File: config.mk
export PLATFORM = sky130hd
export DESIGN_NAME = uart_tx_mmio
export DESIGN_NICKNAME = d
export VERILOG_FILES = /design/src/rtl/uart_pkg.sv /design/src/rtl/uart_tx_fifo.sv /design/src/rtl/uart_tx_mmio.sv
export SDC_FILE = /design/constraint.sdc
export NUM_CORES = 1
export LEC_CHECK = 0
export CORE_AREA = 3 3 149 151
export DETAILED_ROUTE_END_ITERATION = 8
export DIE_AREA = 0 0 152 154
export PLACE_DENSITY_LB_ADDON = 0.05
export REMOVE_ABC_BUFFERS = 1
export SLEW_MARGIN = 10
export SYNTH_ARGS = -nofsm -noshare
export SYNTH_HDL_FRONTEND = slang
export SYNTH_SLANG_ARGS = --single-unit
File: constraint.sdc
create_clock -name clk_i -period 3.1 [get_ports clk_i]
set_input_delay 0.62 -clock clk_i [delete_from_list [all_inputs] [get_ports clk_i]]
set_output_delay 0.62 -clock clk_i [all_outputs]
set_load 0.02 [all_outputs]
File: src/rtl/uart_pkg.sv
// Shared definitions for the memory-mapped UART transmitter: FSM states,
// register offsets and STATUS bit positions.
package uart_pkg;

  typedef enum logic [1:0] {
    IDLE  = 2'd0,
    START = 2'd1,
    DATA  = 2'd2,
    STOP  = 2'd3
  } tx_state_e;

  localparam logic [31:0] TXDATA_OFF = 32'h0;
  localparam logic [31:0] STATUS_OFF = 32'h4;

  localparam int STAT_BUSY_BIT  = 0;
  localparam int STAT_FULL_BIT  = 1;
  localparam int STAT_OVF_BIT   = 2;
  localparam int STAT_EMPTY_BIT = 3;
  localparam int STAT_COUNT_LSB = 8;
  localparam int STAT_COUNT_MSB = 16;

endpackage

File: src/rtl/uart_tx_fifo.sv
// Synchronous TX byte FIFO with occupancy count; a push into a full FIFO is
// accepted only when a pop frees an entry on the same edge.
module uart_tx_fifo #(
  parameter int DEPTH = 16,
  parameter int WIDTH = 8
) (
  input  logic                     clk_i,
  input  logic                     rst_ni,
  input  logic                     push_i,
  input  logic                     pop_i,
  input  logic [WIDTH-1:0]         data_i,
  output logic [WIDTH-1:0]         data_o,
  output logic [$clog2(DEPTH):0]   count_o,
  output logic                     full_o,
  output logic                     empty_o
);

  localparam int PW = $clog2(DEPTH);
  localparam logic [PW:0]   DEPTH_C = (PW+1)'(DEPTH);
  localparam logic [PW:0]   CNT_ONE = (PW+1)'(1);
  localparam logic [PW-1:0] PTR_ONE = PW'(1);

  logic [WIDTH-1:0] mem_q [DEPTH];
  logic [PW-1:0]    wr_ptr_q, wr_ptr_d;
  logic [PW-1:0]    rd_ptr_q, rd_ptr_d;
  logic [PW:0]      count_q, count_d;
  logic             do_push, do_pop;

  // NOTE: every signal assigned in always_comb gets a default first, so no path leaves it unassigned and no latch is inferred.
  always_comb begin
    do_pop   = pop_i && (count_q != '0);
    do_push  = push_i && ((count_q != DEPTH_C) || do_pop);
    wr_ptr_d = wr_ptr_q;
    rd_ptr_d = rd_ptr_q;
    count_d  = count_q;
    if (do_push) wr_ptr_d = wr_ptr_q + PTR_ONE;
    if (do_pop)  rd_ptr_d = rd_ptr_q + PTR_ONE;
    case ({do_push, do_pop})
      2'b10:   count_d = count_q + CNT_ONE;
      2'b01:   count_d = count_q - CNT_ONE;
      default: count_d = count_q;
    endcase
  end

  // NOTE: state flops use non-blocking assignments so every flop samples pre-edge values regardless of statement order.
  always_ff @(posedge clk_i or negedge rst_ni) begin
    if (!rst_ni) begin
      wr_ptr_q <= '0;
      rd_ptr_q <= '0;
      count_q  <= '0;
    end else begin
      wr_ptr_q <= wr_ptr_d;
      rd_ptr_q <= rd_ptr_d;
      count_q  <= count_d;
    end
  end

  // NOTE: the storage array is deliberately not reset; count/pointers guard every read, so reset cost buys nothing.
  always_ff @(posedge clk_i) begin
    if (do_push) mem_q[wr_ptr_q] <= data_i;
  end

  assign data_o  = mem_q[rd_ptr_q];
  assign count_o = count_q;
  assign full_o  = (count_q == DEPTH_C);
  assign empty_o = (count_q == '0);

endmodule

File: src/rtl/uart_tx_mmio.sv
// Memory-mapped 8N1 UART transmitter: TXDATA pushes into a byte FIFO, STATUS
// reports busy/full/overflow/empty/count, and a bit-timed FSM drives tx_o.
module uart_tx_mmio
  import uart_pkg::*;
#(
  parameter int          CLK_FREQ   = 50_000_000,
  parameter int          BAUD       = 115_200,
  parameter int          FIFO_DEPTH = 16,
  parameter logic [31:0] BASE_ADDR  = 32'h8000_0010
) (
  input  logic        clk_i,
  input  logic        rst_ni,
  input  logic [3:0]  dbus_en_i,
  input  logic [31:0] dbus_write_addr_i,
  input  logic [31:0] dbus_write_data_i,
  input  logic [31:0] dbus_read_addr_i,
  output logic [31:0] dbus_read_data_o,
  output logic        tx_o
);

  localparam int CLKS_PER_BIT = CLK_FREQ / BAUD;
  localparam int CNT_W        = (CLKS_PER_BIT > 1) ? $clog2(CLKS_PER_BIT) : 1;
  localparam int FCW          = $clog2(FIFO_DEPTH) + 1;

  localparam logic [CNT_W-1:0] CNT_LAST = CNT_W'(CLKS_PER_BIT - 1);
  localparam logic [CNT_W-1:0] CNT_ONE  = CNT_W'(1);
  localparam logic [31:0]      TXDATA_ADDR = BASE_ADDR + TXDATA_OFF;
  localparam logic [31:0]      STATUS_ADDR = BASE_ADDR + STATUS_OFF;

  tx_state_e        state_q, state_d;
  logic [CNT_W-1:0] clk_cnt_q, clk_cnt_d;
  logic [2:0]       bit_cnt_q, bit_cnt_d;
  logic [7:0]       shift_q, shift_d;
  logic             tx_q, tx_d;
  logic             overflow_q, overflow_d;

  logic             push_req, clr_req, fifo_pop;
  logic             fifo_full, fifo_empty;
  logic [FCW-1:0]   fifo_count;
  logic [7:0]       fifo_rdata;
  logic [31:0]      status;
  logic             unused_ok;

  uart_tx_fifo #(
    .DEPTH (FIFO_DEPTH),
    .WIDTH (8)
  ) u_fifo (
    .clk_i   (clk_i),
    .rst_ni  (rst_ni),
    .push_i  (push_req),
    .pop_i   (fifo_pop),
    .data_i  (dbus_write_data_i[7:0]),
    .data_o  (fifo_rdata),
    .count_o (fifo_count),
    .full_o  (fifo_full),
    .empty_o (fifo_empty)
  );

  always_comb begin
    push_req = dbus_en_i[0] && (dbus_write_addr_i == TXDATA_ADDR);
    clr_req  = dbus_en_i[0] && (dbus_write_addr_i == STATUS_ADDR)
               && dbus_write_data_i[STAT_OVF_BIT];
    fifo_pop = (state_q == IDLE) && !fifo_empty;
    // A rejected push wins over a simultaneous clear.
    overflow_d = overflow_q;
    if (clr_req) overflow_d = 1'b0;
    if (push_req && fifo_full && !fifo_pop) overflow_d = 1'b1;
  end

  always_comb begin
    state_d   = state_q;
    clk_cnt_d = clk_cnt_q;
    bit_cnt_d = bit_cnt_q;
    shift_d   = shift_q;
    tx_d      = tx_q;
    unique case (state_q)
      IDLE: begin
        tx_d = 1'b1;
        if (!fifo_empty) begin
          shift_d   = fifo_rdata;
          tx_d      = 1'b0;
          clk_cnt_d = '0;
          bit_cnt_d = '0;
          state_d   = START;
        end
      end
      START: begin
        if (clk_cnt_q == CNT_LAST) begin
          clk_cnt_d = '0;
          tx_d      = shift_q[0];
          state_d   = DATA;
        end else begin
          clk_cnt_d = clk_cnt_q + CNT_ONE;
        end
      end
      DATA: begin
        if (clk_cnt_q == CNT_LAST) begin
          clk_cnt_d = '0;
          if (bit_cnt_q == 3'd7) begin
            bit_cnt_d = '0;
            tx_d      = 1'b1;
            state_d   = STOP;
          end else begin
            // Next line bit is shift_q[1]; the shifted copy keeps it at [0].
            bit_cnt_d = bit_cnt_q + 3'd1;
            shift_d   = {1'b0, shift_q[7:1]};
            tx_d      = shift_q[1];
          end
        end else begin
          clk_cnt_d = clk_cnt_q + CNT_ONE;
        end
      end
      STOP: begin
        if (clk_cnt_q == CNT_LAST) begin
          clk_cnt_d = '0;
          tx_d      = 1'b1;
          state_d   = IDLE;
        end else begin
          clk_cnt_d = clk_cnt_q + CNT_ONE;
        end
      end
      default: state_d = IDLE;
    endcase
  end

  always_ff @(posedge clk_i or negedge rst_ni) begin
    if (!rst_ni) begin
      state_q    <= IDLE;
      clk_cnt_q  <= '0;
      bit_cnt_q  <= '0;
      shift_q    <= '0;
      tx_q       <= 1'b1;
      overflow_q <= 1'b0;
    end else begin
      state_q    <= state_d;
      clk_cnt_q  <= clk_cnt_d;
      bit_cnt_q  <= bit_cnt_d;
      shift_q    <= shift_d;
      tx_q       <= tx_d;
      overflow_q <= overflow_d;
    end
  end

  always_comb begin
    status                                 = '0;
    status[STAT_BUSY_BIT]                  = (state_q != IDLE) || !fifo_empty;
    status[STAT_FULL_BIT]                  = fifo_full;
    status[STAT_OVF_BIT]                   = overflow_q;
    status[STAT_EMPTY_BIT]                 = fifo_empty;
    status[STAT_COUNT_MSB:STAT_COUNT_LSB]  = 9'(fifo_count);
    dbus_read_data_o = (dbus_read_addr_i == STATUS_ADDR) ? status : '0;
  end

  assign tx_o      = tx_q;
  assign unused_ok = ^{dbus_en_i[3:1], dbus_write_data_i[31:8]};

endmodule
==> reports/results.txt, run 1 <==
Flop and latch count out of synthesis = 165
Post-synthesis chip area from yosys = 0.00751 mm²
Portion of netlist area occupied by mux cells = 0.102
Setup_tns = 0 ns
R2r worst-path depth = 10
Pins Over Slew Limit = 0
CP Launch Type = input pin
Portion of total power attributed to combinational logic = 0.037
Count of flip-flops with a built-in enable after synthesis = 128
Violation tally from detailed-route iteration zero = 262
Critical Path End Type = flop
Layout Nets = 742
Power in combinational cells = 0.000175 W
Post-synthesis average cell area = 14.8 µm²
Cell Rows = 53
Worst path top cell family by delay = simple AND/OR/NAND/NOR gates
Maximum number of buffers from clock root to sink = 2
Placement-stage worst setup slack = -0.425 ns
Deepest level of the CTS H-tree = 4
Tightest Pin Transition = 0.898 ns
Largest fanout on the critical path = 4
Worst endpoint data arrival time = 3.24 ns
Class of the most critical setup path = in -> reg
Total via count after detailed routing = 4516
CTS sink cnt = 165
Clock slew at reported path FFs = 0.07 ns
Number of standard cells after synthesis = 506
Max-capacitance violation count = 0
Outcome = complete, no violations
Design internal power = 0.00364 W
GRT Residual Overflow = 0
Data required time at the worst endpoint = 3.45 ns
Number of different library cells in the post-synthesis netlist = 54
Die Y = 154 µm
Top Layout Cells = sky130_fd_sc_hd__edfxtp_1, sky130_fd_sc_hd__clkdlybuf4s50_1, sky130_fd_sc_hd__dfrtp_1, sky130_fd_sc_hd__buf_4, sky130_fd_sc_hd__nor2_1
Cells along the critical path = clkdlybuf4s50_1, nor4_1, nand4_1, nor4_4, inv_2, ha_1, xor2_1, ha_2, a21o_1, a22oi_1, o221ai_1, nand2b_1, xnor2_1
Post-cts hold-fix buffer tally = 0
Switching component of the power = 0.00105 W
Number of buffers created by CTS = 17
Sequential group share of total power = 0.511
Pin count of the biggest net entering global routing = 43
Pwr Density = 495 mW/mm²
Final antenna diode count = 0
FILL cells = 1927
Average wire length per cell after detail routing = 19.5 µm
Number of global-route vias before repair = 4733
Total routing resource utilization after global routing = 0.154
Power dissipated in sequential cells = 0.00239 W
-- run 1: cell type report --
cell class | count | area share
Sequential cell | 165 | 0.504
Multi-Input combinational cell | 305 | 0.266
Timing Repair Buffer | 120 | 0.125
Clock buffer | 17 | 0.0449
Tap cell | 275 | 0.0364
Clock inverter | 15 | 0.0186
Inverter | 14 | 0.00555
-- run 1: worst max-delay path by stage --
stage / slack [ns] / endpoint / cells after the start / startpoint
floorplan: 0.05 / u_fifo.count_o[4] / 12 / dbus_write_addr_i[29]
global placement: -0.40 / u_fifo.count_o[4] / 13 / dbus_write_addr_i[5]
detailed placement: -0.43 / u_fifo.count_o[4] / 13 / dbus_write_addr_i[5]
CTS: 0.006 / u_fifo.count_o[4] / 13 / dbus_write_addr_i[5]
global route: 0.005 / u_fifo.count_o[4] / 13 / dbus_write_addr_i[22]
finish: 0.21 / u_fifo.count_o[4] / 13 / dbus_write_addr_i[16]
-- run 1: state kept, by name, summed over array words and instances (netlist names) --
name and flops:
u_fifo.rd_ptr_q 4, u_fifo.wr_ptr_q 4, u_fifo.count_o 5, overflow_q 1, u_fifo.mem_q 128, shift_q 8, tx_o 1, clk_cnt_q 9
bit_cnt_q 3, state_q 2
-- run 1: timing repair --
action | CTS | global route
setup buffers | 0 | 1
pin swaps | 0 | 3
gates resized | 9 | 10
setup endpoints to repair | 9 | 6
-- run 1: metrics by stage --
stage          cell area (µm²)  power (W)  cells
6_report                  9470    0.00469    911
5_1_grt                   9470    0.00484    911
4_1_cts                   9430    0.00474    910
3_5_place_dp              8830    0.00261    878
3_3_place_gp              8830    0.00261    878
2_1_floorplan             7300    0.00248    484
-- run 1: per-layer routing --
layer,routed length (µm),global-route usage,share of wire
met1,8100,0.204,0.46
met2,9010,0.259,0.51
met3,492,0.0312,0.028
met4,158,0.0398,0.0089
met5,0,0,0
### Signal wires on met1, run 1

Scale: 3 px per µm. Supply wires on this layer in gray.
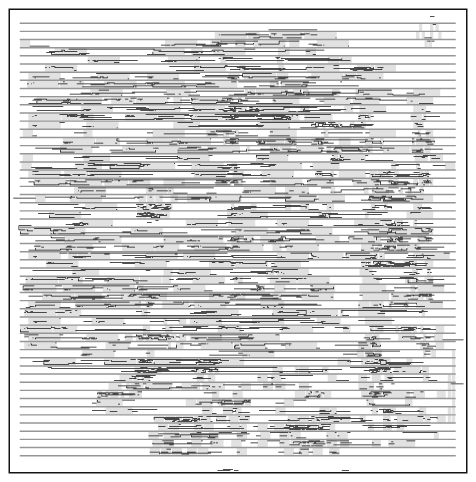
wire length on this layer = 8100 µm
main direction = horizontal
nets with wire on the layer = 644
longest straight run = 71.3 µm
share of all routed wire = 46%
routing usage on met1: 0.204
DRT Wirelength: 17800 µm

### I/O nets highlighted, run 1

Scale: 2 px per µm.
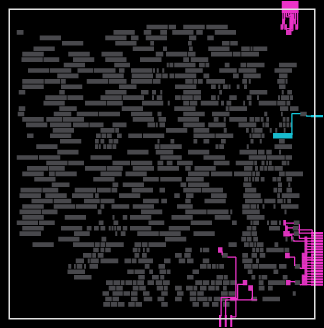
cyan -> `tx_o`  # bits 1, direction output, edge right, end cells 1, buffers 1, wire 17.8 µm
magenta -> `dbus_read_data_o`  # bits 32, direction output, edge 20 right, 9 top, 3 bottom, end cells 32, buffers 9, wire 318 µm
count of boundary I/O pins: 135
port buffer count: 84

### Placement density heat map, run 1

Scale: 2 px per µm. The die is cut into 15 by 15 equal tiles; dark blue is low, red is high, 0 to 100% covered.
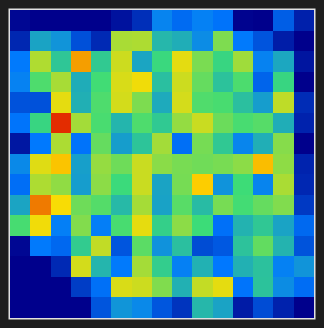
emptiest ninth of the die = bottom left
tiles over 75% full = 2.7%
nearly empty tiles = 9.3%
mean over tiles = 39%
fullest tile = 95%

### Placed standard cells, run 1

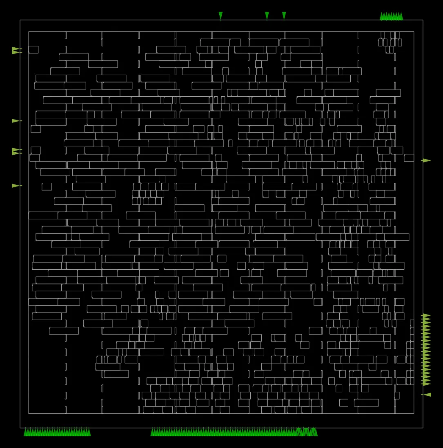

==> run 2: changes to the inputs <==
--- a/config.mk
+++ b/config.mk
@@ -5,12 +5,11 @@
 export SDC_FILE = /design/constraint.sdc
 export NUM_CORES = 1
 export LEC_CHECK = 0
-export CORE_AREA = 3 3 149 151
+export CORE_AREA = 3 3 114 198
 export DETAILED_ROUTE_END_ITERATION = 8
-export DIE_AREA = 0 0 152 154
-export PLACE_DENSITY_LB_ADDON = 0.05
+export DIE_AREA = 0 0 117 201
+export PLACE_DENSITY = 0.62
 export REMOVE_ABC_BUFFERS = 1
-export SLEW_MARGIN = 10
 export SYNTH_ARGS = -nofsm -noshare
 export SYNTH_HDL_FRONTEND = slang
 export SYNTH_SLANG_ARGS = --single-unit
### Placed standard cells, run 2

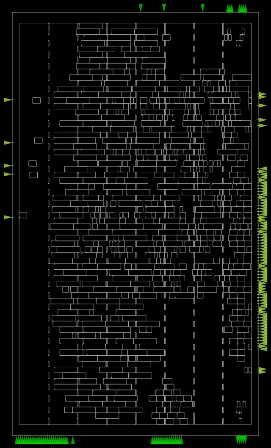
number of flip-flops and latches: 165
core area: 0.0210 mm²
Cell Rows: 70
flip-flop and latch share of the layout cell area: 0.508
count of inserted tapcells: 252

### Signal wires on met1, run 2

Scale: 3 px per µm. Supply wires on this layer in gray.
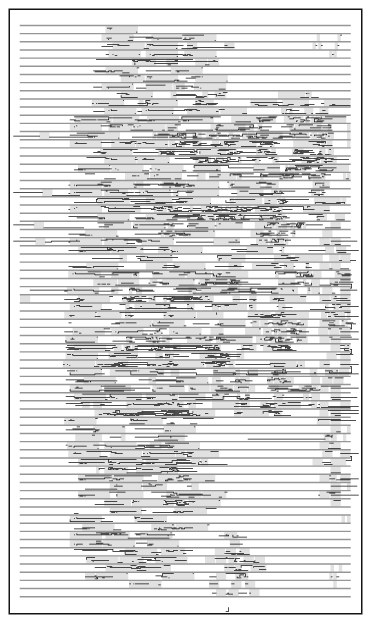
routing usage on met1: 0.146
DRT Wirelength: 17000 µm
total via count after detailed routing: 4598

### Placement density heat map, run 2

Scale: 2 px per µm. The die is cut into 12 by 20 equal tiles; dark blue is low, red is high, 0 to 100% covered.
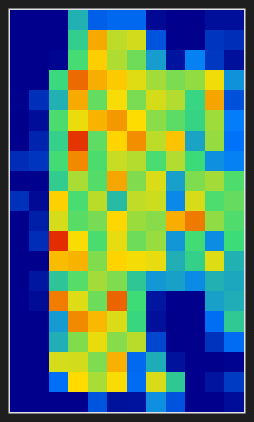
final design utilization: 0.447
effective utilization at floorplan: 0.357

==> run 2 against run 1 <==
- critical endpoint is now dbus_read_data_o[1]
- routed wire length down 4.0%
- via count is 1.8% higher
- design area decreased by 0.77%
- largest cell class unchanged
- register-to-register slack hardly changed
- combinational power about the same
- sequential share of layout area rose by 0.39 points
- cell count decreased by 2.4%
- highest routed layer unchanged
- clock skew about the same
- global-route usage is 0.50 points lower
- synthesized area unchanged
- synthesized cell count stayed put
- die area grew 0.47%
==> reports/results.txt, run 2 <==
Number of global-route vias before repair = 4968
Setup_tns = 0 ns
Data required time at the worst endpoint = 2.48 ns
Final total power = 0.00448 W
Die Y = 201 µm
Gates resized, CTS repair = 11
Post-synthesis average cell area = 14.8 µm²
Final Instance Count excl. Fillers = 889
Portion of netlist area occupied by mux cells = 0.102
Count of flip-flops with a built-in enable after synthesis = 128
FILL cells = 1882
Critical Path End Type = primary output
Layout Cell Area excl Fill = 0.00939 mm²
Number of setup buffers added after CTS = 0
Outcome = complete, no violations
Post-cts hold-fix buffer tally = 0
Biggest regs = u_fifo.mem_q (128), clk_cnt_q (9), shift_q (8)
Class of the most critical setup path = in -> out
Worst endpoint data arrival time = 2.31 ns
Tightest Pin Transition = 0.841 ns
Port buffer count = 84
Violation tally from detailed-route iteration zero = 227
Count of boundary I/O pins = 135
Total cell area at the placement stage = 0.00881 mm²
DR pass1 iterations = 4
Average wire length per cell after detail routing = 19.2 µm
R2r worst-path depth = 10
CTS sink cnt = 165
CP Launch Type = input pin
Total stage count of the critical path = 7
Top Layout Cells = sky130_fd_sc_hd__edfxtp_1, sky130_fd_sc_hd__clkdlybuf4s50_1, sky130_fd_sc_hd__dfrtp_1, sky130_fd_sc_hd__buf_4, sky130_fd_sc_hd__nor2_1
GRT Residual Overflow = 0
Register ranked first by flip-flop count = u_fifo.mem_q
Placement-stage worst setup slack = -0.320 ns
Largest fanout on the critical path = 4
Insertion delay of the later-clocked pin in the worst-skew pair = 0.42 ns
Number of different library cells in the post-synthesis netlist = 54
Number of standard cells after synthesis = 506
Max reg flops = 128
Clock slew at reported path FFs = 0.07 ns
Cells along the critical path = clkdlybuf4s50_1, nor4_2, nand4_1, nor2_1, inv_1, nor3_1, dlygate4sd2_1
Pins Over Slew Limit = 0
Pwr Density = 477 mW/mm²
Crit. Startpoint = dbus_read_addr_i[26]
Deepest level of the CTS H-tree = 4
Worst path top cell family by delay = buffers and inverters
## run 2: where the power goes
| part | switching (W) | internal [W] |
|---|---|---|
| combinational | 0.0000854 | 0.0000907 |
| sequential | 0.00000280 | 0.00239 |
| clock | 0.000878 | 0.00103 |
| total | 0.000966 | 0.00351 |
## run 2: cell families after synthesis
| group | count (synthesis) |
|---|---|
| compound gates | 73 |
| simple gates | 132 |
| flops | 165 |
| mux | 43 |
| fa+ha+maj | 17 |
| other cells | 1 |
| buf+inv | 58 |
| xor+xnor | 17 |
## run 2: per-layer routing
layer | track usage | vias to the layer above | part of all wire | wire [µm]
li1 | - | 2143 | - | -
met4 | 0.0660 | 0 | 0.028 | 474
met2 | 0.286 | 137 | 0.57 | 9750
met5 | 0 | - | 0 | 0
met1 | 0.146 | 2297 | 0.36 | 6060
met3 | 0.0296 | 21 | 0.045 | 763
## run 2: worst reg2reg max path: stages, from the launching register on
cell	delay [ns]
sky130_fd_sc_hd__dfrtp_1	0.47
sky130_fd_sc_hd__or4_4	0.50
sky130_fd_sc_hd__nor3_4	0.24
sky130_fd_sc_hd__nor4_2	0.08
sky130_fd_sc_hd__inv_1	0.09
sky130_fd_sc_hd__ha_2	0.18
sky130_fd_sc_hd__buf_4	0.16
sky130_fd_sc_hd__or4b_2	0.59
sky130_fd_sc_hd__o221ai_1	0.21
sky130_fd_sc_hd__nand2b_1	0.10
sky130_fd_sc_hd__xnor2_1	0.12
## run 2: final cells by class
class,instances,share of cell area
Timing Repair Buffer,121,0.127
Sequential cell,165,0.508
Clock inverter,14,0.0109
Clock buffer,18,0.0457
Multi-Input combinational cell,305,0.269
Inverter,14,0.00559
Tap cell,252,0.0336
Power and IR drop assume default switching activity.
